--- config.mk ---
export PLATFORM = sky130hd
export DESIGN_NAME = twowire_dtm_bus_master
export DESIGN_NICKNAME = d
export VERILOG_FILES = /design/src/rtl/twowire_dtm_bus_master.sv
export SDC_FILE = /design/constraint.sdc
export NUM_CORES = 1
export LEC_CHECK = 0
export ABC_CLOCK_PERIOD_IN_PS = 1800
export CAP_MARGIN = 15
export CORE_MARGIN = 1.5
export CORE_UTILIZATION = 40
export DETAILED_ROUTE_END_ITERATION = 12
export PLACE_DENSITY = 0.87
export SLEW_MARGIN = 25
export SYNTH_ARGS = -nofsm -noshare
export SYNTH_HDL_FRONTEND = slang
export SYNTH_SLANG_ARGS = --single-unit
export TNS_END_PERCENT = 10
--- constraint.sdc ---
create_clock -name dck -period 1.8 [get_ports dck]
set_clock_uncertainty 0.1 [all_clocks]
set_input_delay 0.18 -clock dck [delete_from_list [all_inputs] [get_ports dck]]
set_output_delay 0.18 -clock dck [all_outputs]
set_load 0.05 [all_outputs]
--- src/rtl/twowire_dtm_bus_master.sv ---
// Downstream APB3 bus-access engine for the Two-Wire Debug DTM: runs one
// read/write per request and reports data, error status and the post-increment address.
module twowire_dtm_bus_master #(
    parameter  int ASIZE  = 0,
    localparam int W_ADDR = 8 * (1 + ASIZE)
) (
    input  logic              dck,
    input  logic              drst,
    input  logic              req_vld,
    input  logic              req_write,
    input  logic [W_ADDR-1:0] req_addr,
    input  logic [31:0]       req_wdata,
    input  logic              aincr,
    input  logic              abort,
    output logic              busy,
    output logic              busy_err,
    output logic              resp_vld,
    output logic [31:0]       resp_rdata,
    output logic              resp_err,
    output logic              addr_upd_vld,
    output logic [W_ADDR-1:0] addr_upd,
    output logic [W_ADDR-1:0] dst_paddr,
    output logic              dst_psel,
    output logic              dst_penable,
    output logic              dst_pwrite,
    output logic [31:0]       dst_pwdata,
    input  logic              dst_pready,
    input  logic              dst_pslverr,
    input  logic [31:0]       dst_prdata
);

    typedef enum logic [1:0] {IDLE, SETUP, ACCESS} state_t;

    state_t state;
    logic   aincr_q;
    logic   abort_pend;

    assign busy = (state != IDLE);

    // The APB address/direction registers double as the captured request,
    // so they stay stable from SETUP through every ACCESS wait state.
    always_ff @(posedge dck) begin
        if (drst) begin
            state        <= IDLE;
            aincr_q      <= 1'b0;
            abort_pend   <= 1'b0;
            busy_err     <= 1'b0;
            resp_vld     <= 1'b0;
            resp_rdata   <= '0;
            resp_err     <= 1'b0;
            addr_upd_vld <= 1'b0;
            addr_upd     <= '0;
            dst_paddr    <= '0;
            dst_psel     <= 1'b0;
            dst_penable  <= 1'b0;
            dst_pwrite   <= 1'b0;
            dst_pwdata   <= '0;
        end else begin
            busy_err     <= req_vld && (state != IDLE);
            resp_vld     <= 1'b0;
            resp_err     <= 1'b0;
            addr_upd_vld <= 1'b0;
            case (state)
                IDLE: begin
                    abort_pend <= 1'b0;
                    if (req_vld && !abort) begin
                        state       <= SETUP;
                        aincr_q     <= aincr;
                        dst_psel    <= 1'b1;
                        dst_penable <= 1'b0;
                        dst_paddr   <= req_addr;
                        dst_pwrite  <= req_write;
                        dst_pwdata  <= req_write ? req_wdata : 32'h0;
                    end
                end
                SETUP: begin
                    state       <= ACCESS;
                    dst_penable <= 1'b1;
                    if (abort) abort_pend <= 1'b1;
                end
                ACCESS: begin
                    if (dst_pready) begin
                        state       <= IDLE;
                        dst_psel    <= 1'b0;
                        dst_penable <= 1'b0;
                        abort_pend  <= 1'b0;
                        // An abandoned transfer still finishes on APB but leaves no trace upstream.
                        if (!(abort_pend || abort)) begin
                            resp_vld <= 1'b1;
                            resp_err <= dst_pslverr;
                            if (!dst_pwrite) resp_rdata <= dst_prdata;
                            if (aincr_q && !dst_pslverr) begin
                                addr_upd_vld <= 1'b1;
                                addr_upd     <= dst_paddr + W_ADDR'(4);
                            end
                        end
                    end else if (abort) begin
                        abort_pend <= 1'b1;
                    end
                end
                default: state <= IDLE;
            endcase
        end
    end

endmodule

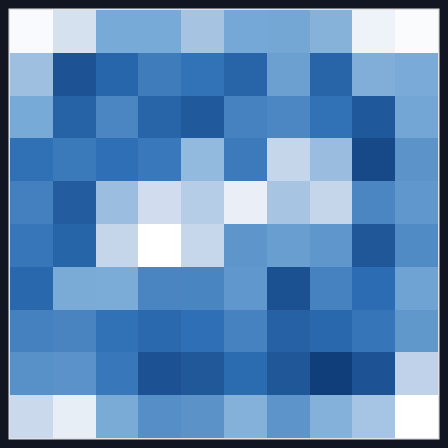
run_1/util_map.png
10 x 10 tiles, from white (low) to dark blue (high), 0 to 100% covered.
tiles over 75% full: 24%
nearly empty tiles: 2.0%
emptiest ninth of the die: centre

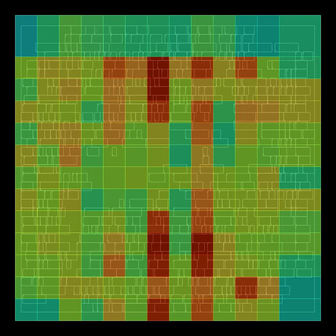
run_1/congestion_map.png
met3 Track Usage GR: 0.0577
drt wl/cell: 13.9 um
M2 GR Usage: 0.351
GR Util All Layers: 0.203

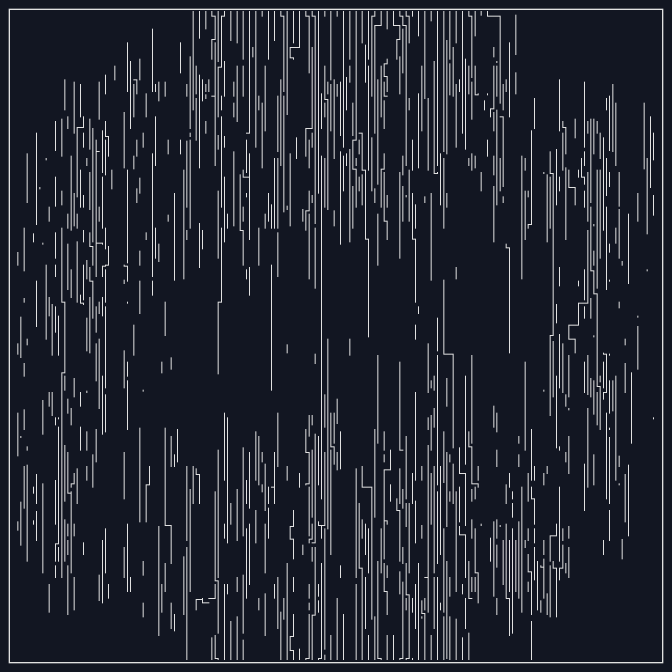
run_1/m2.png
nets with wire on the layer: 536
wire length on this layer: 4680 um
share of all routed wire: 50%
main direction: vertical

==> results.py, run 1 <==
# Physical implementation metrics
metrics = {
    "sta": {
        "fin_crit_sh": 0.980,
        "setup_ws_ns": 0.0368,
        "max_clock_freq_ghz": 0.567,
        "tightest_slew_ns": 0.541,
        "fin_setup_tns_ns": 0,
        "finalHoldViolations": 0,
        "holdWs_ns": 0.0995,
        "slew_headroom": 0.641,
        "setup_viol_count_final": 0,
        "slew_violations": 0,
        "fin_crit_ns": 1.76,
    },
    "global_routing": {
        "grt_pass1_wl_mm": 14.6,
        "gr-total-overflow": 0,
        "grt_max_degree": 45,
        "antenna_found_initial": 0,
        "grt_pass1_vias": 3225,
    },
    "final_layout": {
        "post-route-util": 0.651,
        "stdcell_count": 678,
        "nNetsFinal": 655,
        "drive_above_1_share": 0.110,
        "insertedDiodeCount": 0,
        "fin_area_um2": 5380,
        "fillers": 711,
        "area_growth_pct": 56.2,
    },
    "critical_path": {
        "path_buffers": 1,
        "slowest_delay_ns": 0.80,
        "start_kind": "flip-flop",
        "crit_chain": "clkdlybuf4s50_1",
        "crit_fanout": 2,
        "crit_type": "flip-flop to primary output",
        "crit_path_end_kind": "primary output",
        "path_delay_family": "buffers and inverters",
    },
    "synthesis": {
        "synth-edff-count": 0,
        "synthesis.nets": 496,
        "mux_area_frac": 0.00872,
        "ys_warn_count": 0,
        "ys_ff": 91,
        "synthXorXnorAreaFrac": 0.0102,
        "synthSimpleGateAreaFrac": 0.229,
        "synth_seq_share": 0.529,
        "topCombFamilyByArea": "simple AND/OR/NAND/NOR gates",
        "ff_type": "dfxtp_1",
        "yosys-stat-area_um2": 3440,
        "ys_cells": 410,
        "ys_sh_aoi": 0.142,
        "async_flop_share": 0,
        "synth_area_um2": 3440,
        "synthCells": 410,
        "synth_cell_types": 29,
        "fa_ha_area_frac": 0.0218,
        "avgSynthCellArea_um2": 8.40,
    },
    "pwr": {
        "total_power_mw": 4.79,
        "p_leak_nw": 2.51,
        "p_per_area_nw_per_um2": 891,
    },
    "placed_design": {
        "place_area_um2": 5180,
        "post-place-ws_ns": -0.0188,
        "port_buffers": 167,
        "dp.cells": 663,
        "place_congestion": 0.787,
        "dp_hpwl_mm": 6.81,
    },
    "die": {
        "core.rowCount": 33,
        "die_width_um": 95.8,
        "die_h_um": 95.8,
        "pin_count": 168,
        "die_area_um2": 9170,
        "initial_core_util": 0.417,
        "coreArea_um2": 8260,
    },
    "clock_network": {
        "cts-root-buf": "clkbuf_8",
        "htreeDepth": 3,
        "cts_buffers": 9,
        "cts.path.max_buffers": 2,
        "cts.hold.buffers_added": 0,
        "clkTransAtPathRegs_ns": 0.08,
        "post-cts-setup-buffers": 0,
        "tritoncts": "yes",
        "clock-sinks": 91,
        "clk_latency_ns": 0.35,
    },
    "detailed_routing": {
        "viasPerCell": 4.84,
        "drcViolationCount": 0,
        "ant_nets": 0,
        "drtIter0Drc": 88,
        "vias": 3281,
        "wl_mm": 9.43,
    },
    "job": {
        "drv_cap": 0,
        "warnings": 30,
    },
    "run_status": {
        "status": "finished clean",
    },
    "min_path": {
        "hold_class": "input pin to flip-flop",
    },
}
## run 1: logic make-up (layout without fill, tap and decap cells)
family,Yosys count,in the layout
buffers and inverters,35,198
muxes,3,3
xor gates and xnor gates,4,4
DFF,91,91
adders and majority gates,6,6
AOI/OAI and AO/OA,90,90
and+or+nand+nor,181,181
## run 1: layout by cell type, fill, tap and decap left out, types with 2 or more instances in the layout
cell	count
dlymetal6s2s_1	26
buf_12	5
clkinvlp_4	3
ha_1	4
nand3_1	34
a21oi_1	81
a211oi_1	3
a211oi_2	3
nor2_2	2
xnor2_1	2
nor2_1	10
clkdlybuf4s50_1	86
inv_2	2
buf_4	26
dfxtp_2	2
dfxtp_1	89
dlygate4sd2_1	35
mux2i_1	3
xor2_1	2
clkbuf_8	10
nand2b_1	2
nand2_1	125
inv_6	2
## run 1: power by group
group	internal, mW	leakage [nW]	switching, mW	total (mW)
clock	0.540	0.0852	0.709	1.25
combinational	0.532	1.69	0.806	1.34
sequential	2.13	0.737	0.0759	2.20
## run 1: flip-flops by register name, summed over array words and instances, names as in the netlist, 2 cells and up
register / count
resp_rdata: 32
state: 2
addr_upd: 8
dst_paddr: 8
dst_pwdata: 32
## run 1: layer usage
layer | share of wire | vias up | global-route usage
met5 | 0 | - | 0
met4 | 0.028 | 0 | 0.100
met3 | 0.079 | 23 | 0.0577
met2 | 0.50 | 118 | 0.351
met1 | 0.40 | 1470 | 0.228
li1 | - | 1670 | -
## run 1: path summary, 6_finish.rpt
path	cells after the start	slack, ns	to	start
max	1	0.04	resp_rdata[17]	resp_rdata[17]
min	2	0.1	dst_pwrite	drst
max reg2reg	7	0.12	addr_upd[7]	state[0]
min reg2reg	2	0.35	resp_rdata[6]	resp_rdata[6]
## run 1: synthesized netlist by cell type, types with 3 or more instances
cell      count  area share
clkbuf_1     12       0.013
nand3_1      34       0.049
nor2_1       10       0.011
a211oi_2      3       0.011
buf_2        10       0.015
a211oi_1      3      0.0065
ha_1          6       0.022
buf_6         8       0.026
a21oi_1      81        0.12
inv_1         4      0.0044
nand2_1     125        0.14
mux2i_1       3      0.0087
dfxtp_1      91        0.53
## run 1: final cells by class
| type | count | area, um^2 | share of cell area |
|---|---|---|---|
| Clock inverter | 5 | 37.5 | 0.00698 |
| Sequential cell | 91 | 1820 | 0.339 |
| Multi-Input combinational cell | 284 | 1440 | 0.267 |
| Tap cell | 105 | 131 | 0.0244 |
| Clock buffer | 10 | 138 | 0.0256 |
| Inverter | 4 | 18.8 | 0.00349 |
| Timing Repair Buffer | 179 | 1790 | 0.333 |
## run 1: timing repair
action,CTS,global route
endpoints found under the hold margin,0,0
setup endpoints to repair,35,53
resized,35,29
run_1/gates.png
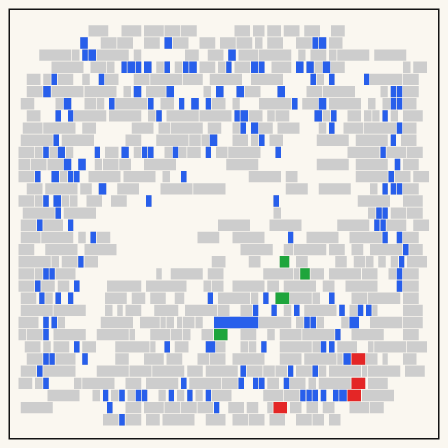

==> inputs of run 2 (changes only) <==
- CORE_UTILIZATION: 40 -> 27
- PLACE_DENSITY: 0.87 -> 0.65
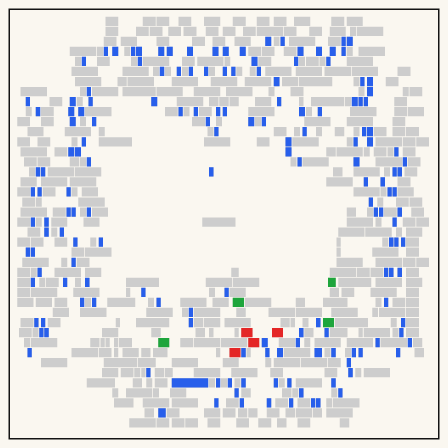
run_2/gates.png
legend:
  nand cells:
    colour: blue
    cells: 162
    most_used: nand2_1
    where: all over the die
  xor and xnor cells:
    colour: red
    cells: 4
    where: south
  and/or cells:
    colour: green
    cells: 4
    most_used: or2_4

==> results.py, run 2 <==
# Physical implementation metrics
metrics = {
    "run_status": {
        "status": "finished clean",
    },
    "critical_path": {
        "crit_type": "flip-flop to primary output",
        "crit_path_end_kind": "primary output",
        "path_delay_family": "buffers and inverters",
        "path_buffers": 1,
        "r2r_setup_slack_ns": 0.10,
        "rr_startpoint": "state[0]",
        "crit_fanout": 2,
        "r2r-end": "resp_rdata[1]",
        "start_kind": "flip-flop",
        "crit_chain": "clkdlybuf4s50_1",
    },
    "sta": {
        "setup_viol_count_final": 0,
        "slew_violations": 0,
        "max_clock_freq_ghz": 0.568,
        "slew_headroom": 0.643,
        "finalHoldViolations": 0,
        "fin_crit_ns": 1.76,
        "fin_setup_tns_ns": 0,
        "fin_crit_sh": 0.978,
        "tightest_slew_ns": 0.535,
        "holdWs_ns": 0.155,
    },
    "synthesis": {
        "synth_seq_share": 0.529,
        "synthTopCellsByCount": "nand2_1 (125), dfxtp_1 (91), a21oi_1 (81)",
        "yosys-stat-area_um2": 3440,
        "ff_type": "dfxtp_1",
        "synthCells": 410,
        "synth_area_um2": 3440,
        "synth_cell_types": 29,
        "async_flop_share": 0,
        "synth-edff-count": 0,
        "synth_top_cell_by_count": "nand2_1",
        "top_area_cell": "dfxtp_1",
        "ys_cells": 410,
        "ys_ff": 91,
    },
    "clock_network": {
        "clk_latency_ns": 0.33,
        "cts_buffers": 9,
        "tritoncts": "yes",
        "htreeDepth": 3,
        "cts-root-buf": "clkbuf_16",
        "cts.path.max_buffers": 2,
        "clock-sinks": 91,
    },
    "detailed_routing": {
        "vias": 3285,
        "wire_per_inst_um": 13.3,
        "drtIter0Drc": 173,
        "drcViolationCount": 0,
        "viasPerCell": 4.42,
    },
    "placed_design": {
        "place_area_um2": 5260,
        "place_congestion": 0.747,
        "dp.cells": 727,
        "dp_hpwl_mm": 7.08,
    },
    "die": {
        "die_h_um": 116,
        "pin_count": 168,
        "initial_core_util": 0.275,
        "die_width_um": 116,
        "coreArea_um2": 12500,
        "core.rowCount": 41,
    },
    "job": {
        "warnings": 30,
    },
    "global_routing": {
        "grt_util_all_layers": 0.145,
        "antenna_found_initial": 0,
        "grt_pass1_vias": 3123,
        "grt_pass1_wl_mm": 15.2,
        "grt_max_degree": 44,
        "gr-total-overflow": 0,
    },
    "pwr": {
        "p_per_area_nw_per_um2": 946,
        "pwr-share-seq": 0.416,
        "p_clk_frac": 0.325,
        "p_sw_mw": 1.61,
        "p_sw_frac": 0.303,
        "p_leak_nw": 2.41,
    },
    "final_layout": {
        "stdcell_count": 744,
        "area_growth_pct": 63.0,
        "fin_area_um2": 5610,
        "comb_area_um2": 1440,
        "seq_area_um2": 1820,
        "final_common_cell": "nand2_1",
        "drive_above_1_share": 0.112,
        "most-common-layout-cells": "nand2_1 (125), clkdlybuf4s50_1 (117), dfxtp_1 (89)",
        "insertedDiodeCount": 0,
        "nNetsFinal": 653,
    },
    "min_path": {
        "whs_endpoint": "addr_upd_vld",
        "hold_class": "input pin to flip-flop",
        "hold_start": "drst",
    },
}
[run 2: netlist changes by cell type in the layout (fill, tap and decap cells not counted), sizes merged]
cell	change
clkdlybuf4s50	+31
inv	-2
clkinvlp	-2
dlygate4sd2	-35
clkbuf	+4
buf	+2
clkinv	+1
[run 2: stage by stage]
stage | power [mW] | setup WS (ns) | util
6_report | 5.31 | 0.0405 | 0.448
5_1_grt | 5.56 | 0.000509 | 0.448
4_1_cts | 5.38 | 0.000489 | 0.442
3_5_place_dp | 3.63 | -0.0906 | 0.420
3_3_place_gp | 3.60 | -0.00277 | 0.420
2_1_floorplan | 3.10 | 0.0254 | -
[run 2: area by class of cell]
cell class,count,share of cell area
repair buffers,177,0.327
flip-flops and latches,91,0.325
multi-input cells,284,0.257
clock buffers,14,0.0470
well taps,172,0.0383
inverters,4,0.00334
clock inverters,2,0.00178
[run 2: logic make-up (layout without fill, tap and decap cells)]
logic type / Yosys count / in the layout / share of synthesized area
adders and majority gates: 6 / 6 / 0.0218
AOI/OAI and AO/OA: 90 / 90 / 0.142
and+or+nand+nor: 181 / 181 / 0.229
DFF: 91 / 91 / 0.529
muxes: 3 / 3 / 0.00872
buffers and inverters: 35 / 197 / 0.0592
xor gates and xnor gates: 4 / 4 / 0.0102
[run 2: worst max-delay path by stage]
stage,from,to,slack (ns),cells past startpoint
finish,addr_upd[7],addr_upd[7],0.04,1
global route,dst_pwdata[7],dst_pwdata[7],0.0005,1
CTS,addr_upd[6],addr_upd[6],0.0005,1
detailed placement,abort,dst_paddr[3],-0.09,5
global placement,abort,aincr_q,-0.003,5
floorplan,state[0],dst_paddr[2],0.03,8
[run 2: layer usage]
| layer | track usage | part of all wire | vias to the layer above | wire [um] |
|---|---|---|---|---|
| li1 | - | - | 1663 | - |
| met1 | 0.167 | 0.43 | 1493 | 4210 |
| met2 | 0.247 | 0.48 | 113 | 4790 |
| met3 | 0.0418 | 0.070 | 16 | 697 |
| met4 | 0.0683 | 0.021 | 0 | 212 |
| met5 | 0 | 0 | - | 0 |
[run 2: repair_timing]
item / 4_1_cts / 5_1_grt
hold endpoints to repair: 0 / 0
hold buffers: 0 / 0
setup buffers: 0 / 1
setup endpoints to repair: 0 / 72
gates resized: 0 / 30
[run 2: worst register-to-register path, stage by stage, from the launching register on]
cell       delay (ns)
dfxtp_2          0.34
inv_2            0.10
ha_2             0.23
nand4bb_4        0.19
or2_4            0.28
buf_12           0.17
nand2_1          0.09
a21oi_1          0.07
[run 2: power by group through the flow]
stage / Sequential [mW] / Combinational, mW / Clock [mW]
final: 2.21 / 1.37 / 1.73
after global routing: 2.22 / 1.47 / 1.87
after CTS: 2.21 / 1.38 / 1.79
after detailed placement: 2.25 / 1.38 / 0
after global placement: 2.25 / 1.35 / 0
after floorplan: 2.56 / 0.539 / 0
Power figures rest on the tool's default switching activity, not on a simulated workload.
